[config.mk]
export PLATFORM = sky130hd
export DESIGN_NAME = double_divider
export DESIGN_NICKNAME = d
export VERILOG_FILES = /design/src/rtl/fp64_pkg.sv /design/src/rtl/double_mantissa_divider.sv /design/src/rtl/double_divider.sv
export SDC_FILE = /design/constraint.sdc
export NUM_CORES = 1
export LEC_CHECK = 0
export CAP_MARGIN = 20
export CORE_ASPECT_RATIO = 0.6
export CORE_MARGIN = 2
export CORE_UTILIZATION = 40
export DETAILED_ROUTE_END_ITERATION = 10
export PLACE_DENSITY = 0.63
export SYNTH_ARGS = -nofsm -noshare
export SYNTH_HDL_FRONTEND = slang
export SYNTH_SLANG_ARGS = --single-unit
[constraint.sdc]
create_clock -name clk -period 14.15 [get_ports clk]
set_clock_uncertainty 0.15 [all_clocks]
set_input_delay 2.83 -clock clk [delete_from_list [all_inputs] [get_ports clk]]
set_output_delay 2.83 -clock clk [all_outputs]
set_load 0.1 [all_outputs]
[src/rtl/fp64_pkg.sv]
// fp64_pkg: binary64 constants, divider state encoding and unpacked-operand helpers
package fp64_pkg;
  localparam logic signed [12:0] FP64_BIAS = 13'sd1023;
  localparam logic signed [12:0] FP64_EMIN = -13'sd1022;
  localparam logic signed [12:0] FP64_EMAX = 13'sd1023;
  localparam logic [63:0] FP64_QNAN = 64'h7FF8_0000_0000_0000;
  localparam logic [10:0] FP64_INF_EXP = 11'h7FF;
  typedef enum logic [3:0] {
    IDLE, UNPACK, SPECIAL, NORM_A, NORM_B, DIV_INIT,
    DIV_ITER, DIV_POST, NORM_2, ROUND, PACK, DONE
  } state_t;
  typedef struct packed {
    logic sign;
    logic signed [12:0] exp;
    logic [52:0] mant;
  } fp64_unpacked_t;
  function automatic fp64_unpacked_t unpack(input logic [63:0] x);
    return '{
      sign: x[63],
      exp: (x[62:52] == 11'd0) ? FP64_EMIN : $signed({2'b00, x[62:52]}) - FP64_BIAS,
      mant: {|x[62:52], x[51:0]}
    };
  endfunction
  function automatic logic is_max_exp(input fp64_unpacked_t x);
    return x.exp == $signed({2'b00, FP64_INF_EXP}) - FP64_BIAS;
  endfunction
endpackage

[src/rtl/double_mantissa_divider.sv]
// double_mantissa_divider: restoring divider producing one quotient bit per enabled cycle
module double_mantissa_divider #(
  parameter int QBITS = 56
) (
  input  logic             clk,
  input  logic             rst,
  input  logic             clk_en,
  input  logic             start,
  input  logic [52:0]      a_m,
  input  logic [52:0]      b_m,
  output logic [QBITS-1:0] q,
  output logic             rem_nz,
  output logic             done
);
  localparam int CW = $clog2(QBITS);
  logic [53:0] r, rn;
  logic [CW-1:0] count;
  logic run, ge;
  assign ge = r >= {1'b0, b_m};
  assign rn = ge ? r - {1'b0, b_m} : r;
  assign rem_nz = |r;
  assign done = run && count == CW'(QBITS - 1);
  always_ff @(posedge clk or posedge rst) begin
    if (rst) begin
      r <= '0;
      q <= '0;
      count <= '0;
      run <= 1'b0;
    end else if (clk_en) begin
      if (start) begin
        r <= {1'b0, a_m};
        q <= '0;
        count <= '0;
        run <= 1'b1;
      end else if (run) begin
        q <= {q[QBITS-2:0], ge};
        r <= rn << 1;
        count <= count + 1'b1;
        run <= !done;
      end
    end
  end
endmodule

[src/rtl/double_divider.sv]
// double_divider: multi-cycle binary64 divider z = a / b, round to nearest even
module double_divider
  import fp64_pkg::*;
#(
  parameter int QBITS = 56
) (
  input  logic        clk,
  input  logic        rst,
  input  logic        clk_en,
  input  logic        compute,
  input  logic [63:0] a,
  input  logic [63:0] b,
  output logic [63:0] z,
  output logic        complete,
  output logic        busy
);
  state_t state, state_nxt;
  fp64_unpacked_t ua, ub;
  logic signed [12:0] z_e;
  logic [52:0] m;
  logic [53:0] m_inc;
  logic g, rr, st, z_s;
  logic [QBITS-1:0] q;
  logic rem_nz, div_done;
  logic a_nan, b_nan, a_inf, b_inf, a_zero, b_zero, special;
  logic [63:0] special_z;
  double_mantissa_divider #(.QBITS(QBITS)) u_div (
    .clk(clk), .rst(rst), .clk_en(clk_en), .start(state == DIV_INIT),
    .a_m(ua.mant), .b_m(ub.mant), .q(q), .rem_nz(rem_nz), .done(div_done)
  );
  assign z_s = ua.sign ^ ub.sign;
  assign m_inc = {1'b0, m} + 54'd1;
  assign complete = state == DONE;
  assign busy = state != IDLE;
  always_comb begin
    a_nan = is_max_exp(ua) && ua.mant[51:0] != '0;
    b_nan = is_max_exp(ub) && ub.mant[51:0] != '0;
    a_inf = is_max_exp(ua) && ua.mant[51:0] == '0;
    b_inf = is_max_exp(ub) && ub.mant[51:0] == '0;
    a_zero = ua.mant == '0;
    b_zero = ub.mant == '0;
    special = a_nan | b_nan | a_inf | b_inf | a_zero | b_zero;
    special_z = (a_nan | b_nan | (a_inf & b_inf) | (a_zero & b_zero)) ? FP64_QNAN :
                (a_inf | b_zero) ? {z_s, FP64_INF_EXP, 52'b0} : {z_s, 63'b0};
  end
  always_comb begin
    state_nxt = state;
    case (state)
      IDLE:     state_nxt = compute ? UNPACK : IDLE;
      UNPACK:   state_nxt = SPECIAL;
      SPECIAL:  state_nxt = special ? DONE : NORM_A;
      NORM_A:   state_nxt = ua.mant[52] ? NORM_B : NORM_A;
      NORM_B:   state_nxt = ub.mant[52] ? DIV_INIT : NORM_B;
      DIV_INIT: state_nxt = DIV_ITER;
      DIV_ITER: state_nxt = div_done ? DIV_POST : DIV_ITER;
      DIV_POST: state_nxt = NORM_2;
      NORM_2:   state_nxt = (z_e < FP64_EMIN) ? NORM_2 : ROUND;
      ROUND:    state_nxt = PACK;
      PACK:     state_nxt = DONE;
      default:  state_nxt = IDLE;
    endcase
  end
  always_ff @(posedge clk or posedge rst) begin
    if (rst) state <= IDLE;
    else if (clk_en) state <= state_nxt;
  end
  always_ff @(posedge clk or posedge rst) begin
    if (rst) begin
      ua <= '0;
      ub <= '0;
      z_e <= '0;
      m <= '0;
      g <= 1'b0;
      rr <= 1'b0;
      st <= 1'b0;
      z <= '0;
    end else if (clk_en) begin
      case (state)
        UNPACK: begin
          ua <= unpack(a);
          ub <= unpack(b);
        end
        SPECIAL: if (special) z <= special_z;
        NORM_A: if (!ua.mant[52]) begin
          ua.mant <= ua.mant << 1;
          ua.exp <= ua.exp - 13'sd1;
        end
        NORM_B: if (!ub.mant[52]) begin
          ub.mant <= ub.mant << 1;
          ub.exp <= ub.exp - 13'sd1;
        end
        DIV_INIT: z_e <= ua.exp - ub.exp;
        DIV_POST: if (q[55]) begin
          m <= q[55:3];
          g <= q[2];
          rr <= q[1];
          st <= q[0] | rem_nz;
        end else begin
          m <= q[54:2];
          g <= q[1];
          rr <= q[0];
          st <= rem_nz;
          z_e <= z_e - 13'sd1;
        end
        NORM_2: if (z_e < FP64_EMIN) begin
          m <= m >> 1;
          z_e <= z_e + 13'sd1;
          g <= m[0];
          rr <= g;
          st <= st | rr;
        end
        ROUND: if (g & (rr | st | m[0])) begin
          m <= m_inc[53] ? {1'b1, 52'b0} : m_inc[52:0];
          if (m_inc[53]) z_e <= z_e + 13'sd1;
        end
        PACK: z <= (z_e > FP64_EMAX) ? {z_s, FP64_INF_EXP, 52'b0} :
                   {z_s, (z_e == FP64_EMIN && !m[52]) ? 11'd0 : 11'(z_e + FP64_BIAS), m[51:0]};
        default: ;
      endcase
    end
  end
endmodule

==> run_results.csv, run 1 <==
group,metric,value,unit
final_timing,finalHoldViolCount,0,
final_timing,finalSetupViolations,0,
yosys,ys_seq_share,38.7,%
final_timing,fin_crit_sh,43.0,%
layout,diodes,0,
run_status,status,"finished clean",
yosys,synth_stat.cells,2969,
cts,clockRootBuffer,"clkbuf_16",
worst_setup_path,r2r_start,"ub[14]",
final_timing,rsz0062_at_grt,"no",
floorplan,dieArea,64800,µm²
route,route.detailed.drc,0,
place,routabilityCongestion,0.967,
worst_setup_path,start_kind,"register",
yosys,syn_area,25100,µm²
power,ir_drop,0.144,mV
layout,layout.nets,3260,
place,preCtsSetupSlack,8.08,ns
final_timing,final-max-slew-violation-count,0,
final_timing,worst_pin_slew,1.09,ns
yosys,synth.distinct_cells,82,
cts,clock_path_buffers,3,
yosys,ys_area,25100,µm²
final_timing,fin_setup_tns,0,ns
hold_path,hold_path_end,"z[51]",
yosys,yosysWarningCount,0,
cts,h-tree-depth,2,
## run 1: cell families (layout without fill, tap and decap cells)
kind of cell	Yosys count	after routing	synth area share (%)
simple gates	932	932	18.4
fa+ha+maj	90	90	4.58
compound gates	1043	1043	26.1
xor+xnor	107	107	3.74
buf+inv	329	430	5.16
mux	80	80	3.27
flops	388	388	38.7
## run 1: per-stage QoR
step                      hold WS, ns  instances  power [mW]  cell area [µm²]
after floorplan                 0.316       2969        4.82            25100
after global placement          0.328       3830        6.00            27600
after detailed placement        0.337       3831        6.06            27600
after CTS                       0.350       3905        7.21            28900
after global routing            0.372       3909        7.78            29000
final                           0.346       3909        7.33            29000
## run 1: worst max-delay path by stage
stage | slack [ns] | from | depth (start not counted) | end
after global routing | 8.00 | state[0] | 4 | complete
after floorplan | 0.39 | rst | 1 | g
final | 8.06 | state[0] | 4 | complete
after detailed placement | 8.08 | rst | 4 | ub[27]
after CTS | 8.07 | state[0] | 4 | complete
after global placement | 8.13 | rst | 4 | ub[35]
## run 1: Yosys cell counts (all sizes together) (59+ instances only)
cell type  number  share of area, %
dfrtp         388                39
a21oi         354               7.1
o21ai         277               5.5
nand2         255               3.8
nor2          198               3.0
clkbuf        169               2.5
a22o          124               4.3
inv           122               1.8
nor3          104               2.1
ha             87               4.3
nand3          75               1.5
nor3b          72               2.2
xnor2          72               2.5
mux2i          65               2.6
nor4           59               1.5
## run 1: registers in the layout, indices dropped and copies added (netlist names), 4 cells and up
signal       flops
u_div.r         54
m               53
ua              67
ub              67
u_div.q         56
z_e             13
state            4
z               64
u_div.count      6
## run 1: layout make-up
type,instances,area (µm²)
flip-flops and latches,388,9710
fillers,6022,33300
clock buffers,51,1100
repair buffers,233,2290
inverters,123,469
clock inverters,23,258
well taps,839,1050
multi-input cells,2252,14100
## run 1: cell usage in the layout (no fill, tap or decap), types with 40 or more instances in the layout
master / n
a21oi_1: 353
a22o_1: 124
clkbuf_16: 40
clkdlybuf4s50_1: 196
dfrtp_1: 386
ha_1: 87
inv_1: 121
mux2i_1: 65
nand2_1: 253
nand3_1: 74
nor2_1: 195
nor3_1: 102
nor3b_1: 71
nor4_1: 59
o21ai_0: 271
xnor2_1: 72
## run 1: critical path, cell delays in order (launching register included)
cell             delay, ns
dfrtp_1               0.33
buf_4                 0.47
nand2_1               0.25
nor2_1                0.26
clkdlybuf4s50_1       1.22
## run 1: per-layer routing
layer / up-vias / global-route usage, % / share of wire (%)
met5: - / 0 / 0
met3: 79 / 5.22 / 9.2
met1: 11800 / 45.0 / 52
met4: 0 / 4.06 / 1.2
met2: 1027 / 33.7 / 37
li1: 11000 / - / -
## run 1: report_power, final
group | internal (mW) | leakage [nW] | total [mW] | switching, mW
clock network | 0.633 | 0.676 | 1.13 | 0.498
logic | 1.45 | 6.45 | 4.10 | 2.65
registers | 1.51 | 4.94 | 2.09 | 0.590
total | 3.59 | 12.1 | 7.33 | 3.73
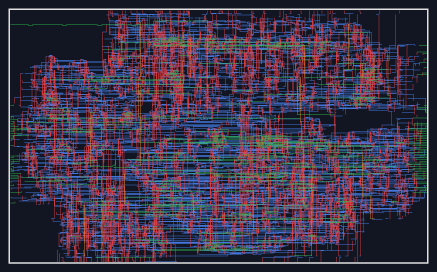
*Wiring by layer, run 1*
[red] met2 | wire length: 32.8 mm
[blue] met1 | wire length: 45.9 mm
[orange] met4 | wire length: 1050 µm
[green] met3 | wire length: 8100 µm
GRT Overall Usage: 26.5%
drt total wl: 87900 µm
Avg WL per Cell: 22.5 µm

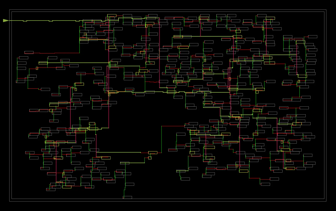
*Clock routing, run 1*
clkbuf count: 51
P_clk: 1.13 mW
worst skew pair latency: 0.59 ns

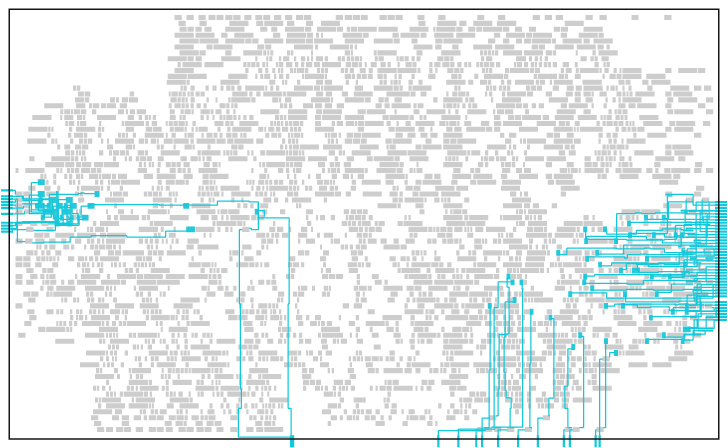
*Wires at chosen ports, followed through buffers, run 1*
[cyan] a | bits: 64 | direction: input | end cells: 81 | buffers: 64 | wire: 3590 µm

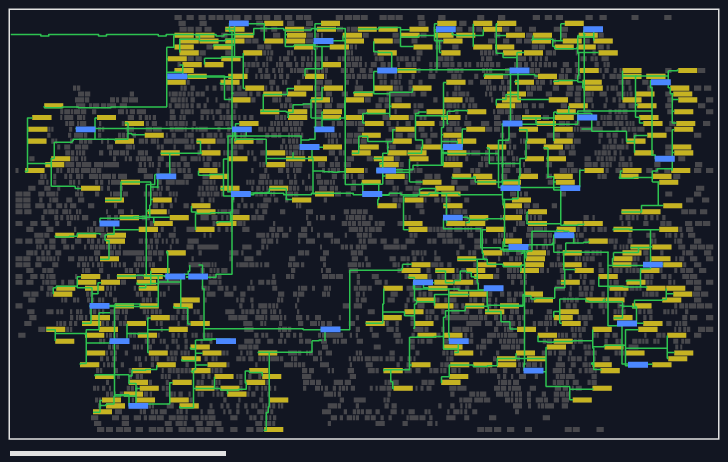
*Clock wires, drivers and flops, run 1*
Bar = 100 µm.
[blue] cells driving clock nets | count: 40
[yellow] flip-flops | count: 388
[green] clock wires | length: 5780 µm
flops lie: all over the die
clock power share: 15.4%

## Run 2: what changed since run 1
==> constraint.sdc (replaced) <==
create_clock -name clk -period 5.6 [get_ports clk]
set_clock_uncertainty 0.15 [all_clocks]
set_input_delay 1.12 -clock clk [delete_from_list [all_inputs] [get_ports clk]]
set_output_delay 1.12 -clock clk [all_outputs]
set_load 0.1 [all_outputs]
==> run 2 against run 1 <==
  * Flip-flop count stayed put
  * Design area grew 0.38%
  * Final cell count barely moved
  * Combinational power grew to 2.6 times the previous value
  * Routed wire length up 1.6%
  * Total power rose to 2.6 times the previous value
  * Register-to-register slack worse by 7.9 ns
  * Via count up 0.36%
  * Synthesized area is the same
  * Clock power increased to 2.7 times the previous value
==> run_results.csv, run 2 <==
group,metric,value,unit
route,highest-signal-layer,"met4",
yosys,top_cell,"dfrtp_1",
route,route.detailed.drc,0,
place,placed_cell_area,27700,µm²
final_timing,final-max-slew-violation-count,0,
yosys,yosysWarningCount,0,
floorplan,dieArea,64800,µm²
layout,top_regs,"ua (67), ub (67), z (64)",
power,finalPower,18.9,mW
cts,clock_latency,0.60,ns
yosys,synth.distinct_cells,82,
route,post_drt_wl_per_cell,22.8,µm
yosys,syn_area,25100,µm²
cts,h-tree-depth,2,
layout,finalInstanceArea,29100,µm²
yosys,synth_stat.cells,2969,
grt,grt_use_total,27.1,%
layout,diodes,0,
run_status,status,"finished clean",
worst_setup_path,r2r_start,"u_div.r[25]",
power,ir_drop,0.259,mV
final_timing,rsz0062_at_grt,"no",
[run 2: cell types whose count changed in the layout (fill, tap and decap cells not counted), sizes merged]
cell	before	now
inv	127	122
clkbuf	51	64
clkdlybuf4s50	196	195
clkinv	13	5
buf	37	38
clkinvlp	2	1
bufinv	4	6
[run 2: worst max-delay path by stage]
stage                              to  depth (start not counted)
final                     u_div.r[43]                         10
after detailed placement  u_div.r[52]                         14
after global placement    u_div.r[48]                         14
after CTS                 u_div.r[43]                         14
after global routing      u_div.r[43]                         14
after floorplan                     g                          1
[run 2: layout make-up]
type | count | area, µm²
multi-input cells | 2252 | 14100
inverters | 123 | 465
well taps | 839 | 1050
clock inverters | 11 | 228
clock buffers | 64 | 1250
flip-flops and latches | 388 | 9710
fillers | 5976 | 33200
repair buffers | 233 | 2280
[run 2: report_power, final]
part           total (mW)  internal [mW]  switching (mW)
sequential           5.30           3.80            1.50
combinational        10.6           3.68            6.87
clock                3.08           1.82            1.25
total                18.9           9.31            9.62
[run 2: metrics by stage]
step / setup TNS [ns] / hold slack (ns) / utilization (%)
after detailed placement: 0 / 0.340 / 44.4
after floorplan: -344.51 / 0.316 / -
final: 0 / 0.354 / 46.7
after global placement: 0 / 0.333 / 44.3
after CTS: 0 / 0.359 / 46.7
after global routing: 0 / 0.372 / 46.7
[run 2: cell families (layout without fill, tap and decap cells)]
kind of cell    after synthesis  after routing  share of synthesized area [%]
simple gates                932            932                           18.4
fa+ha+maj                    90             90                           4.58
xor+xnor                    107            107                           3.74
flops                       388            388                           38.7
buf+inv                     329            431                           5.16
mux                          80             80                           3.27
compound gates             1043           1043                           26.1
[run 2: metal layers]
layer / vias to the layer above / GRT usage (%)
li1: 11100 / -
met1: 11800 / 45.5
met2: 1097 / 33.2
met3: 69 / 7.81
met4: 0 / 3.79
met5: - / 0
[run 2: critical path, cell delays in order, from the launching register on]
cell and delay, ns:
dfrtp_1 0.51, ha_1 0.45, a21oi_1 0.35, o21ai_0 0.34, a221oi_1 0.81, o41ai_4 0.29, a41o_1 0.38, a31oi_4 0.22
buf_12 0.33, or2b_1 0.45, o221a_2 0.27
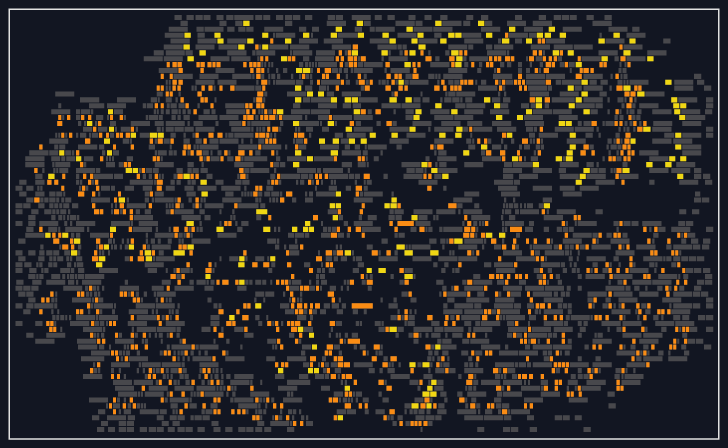
*Logic cells by family, run 2*
[yellow] AND-OR and OR-AND gates | cells: 219
[orange] inverting AOI/OAI gates | cells: 824 | where: all over the die
Post-Layout Cell Count: 3910
Commonest Layout Cell: dfrtp_1
Comb area share: 48.6%

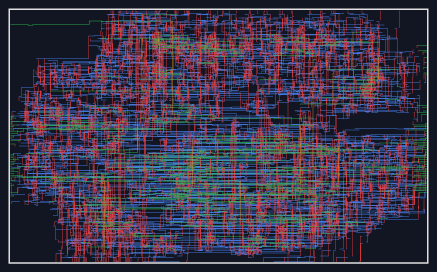
*Wiring by layer, run 2*
[blue] met1 | wire length: 46.1 mm
[red] met2 | wire length: 32.6 mm
[green] met3 | wire length: 9700 µm
[orange] met4 | wire length: 838 µm
drt total wl: 89300 µm
via count: 24100

Power and IR drop assume default switching activity.
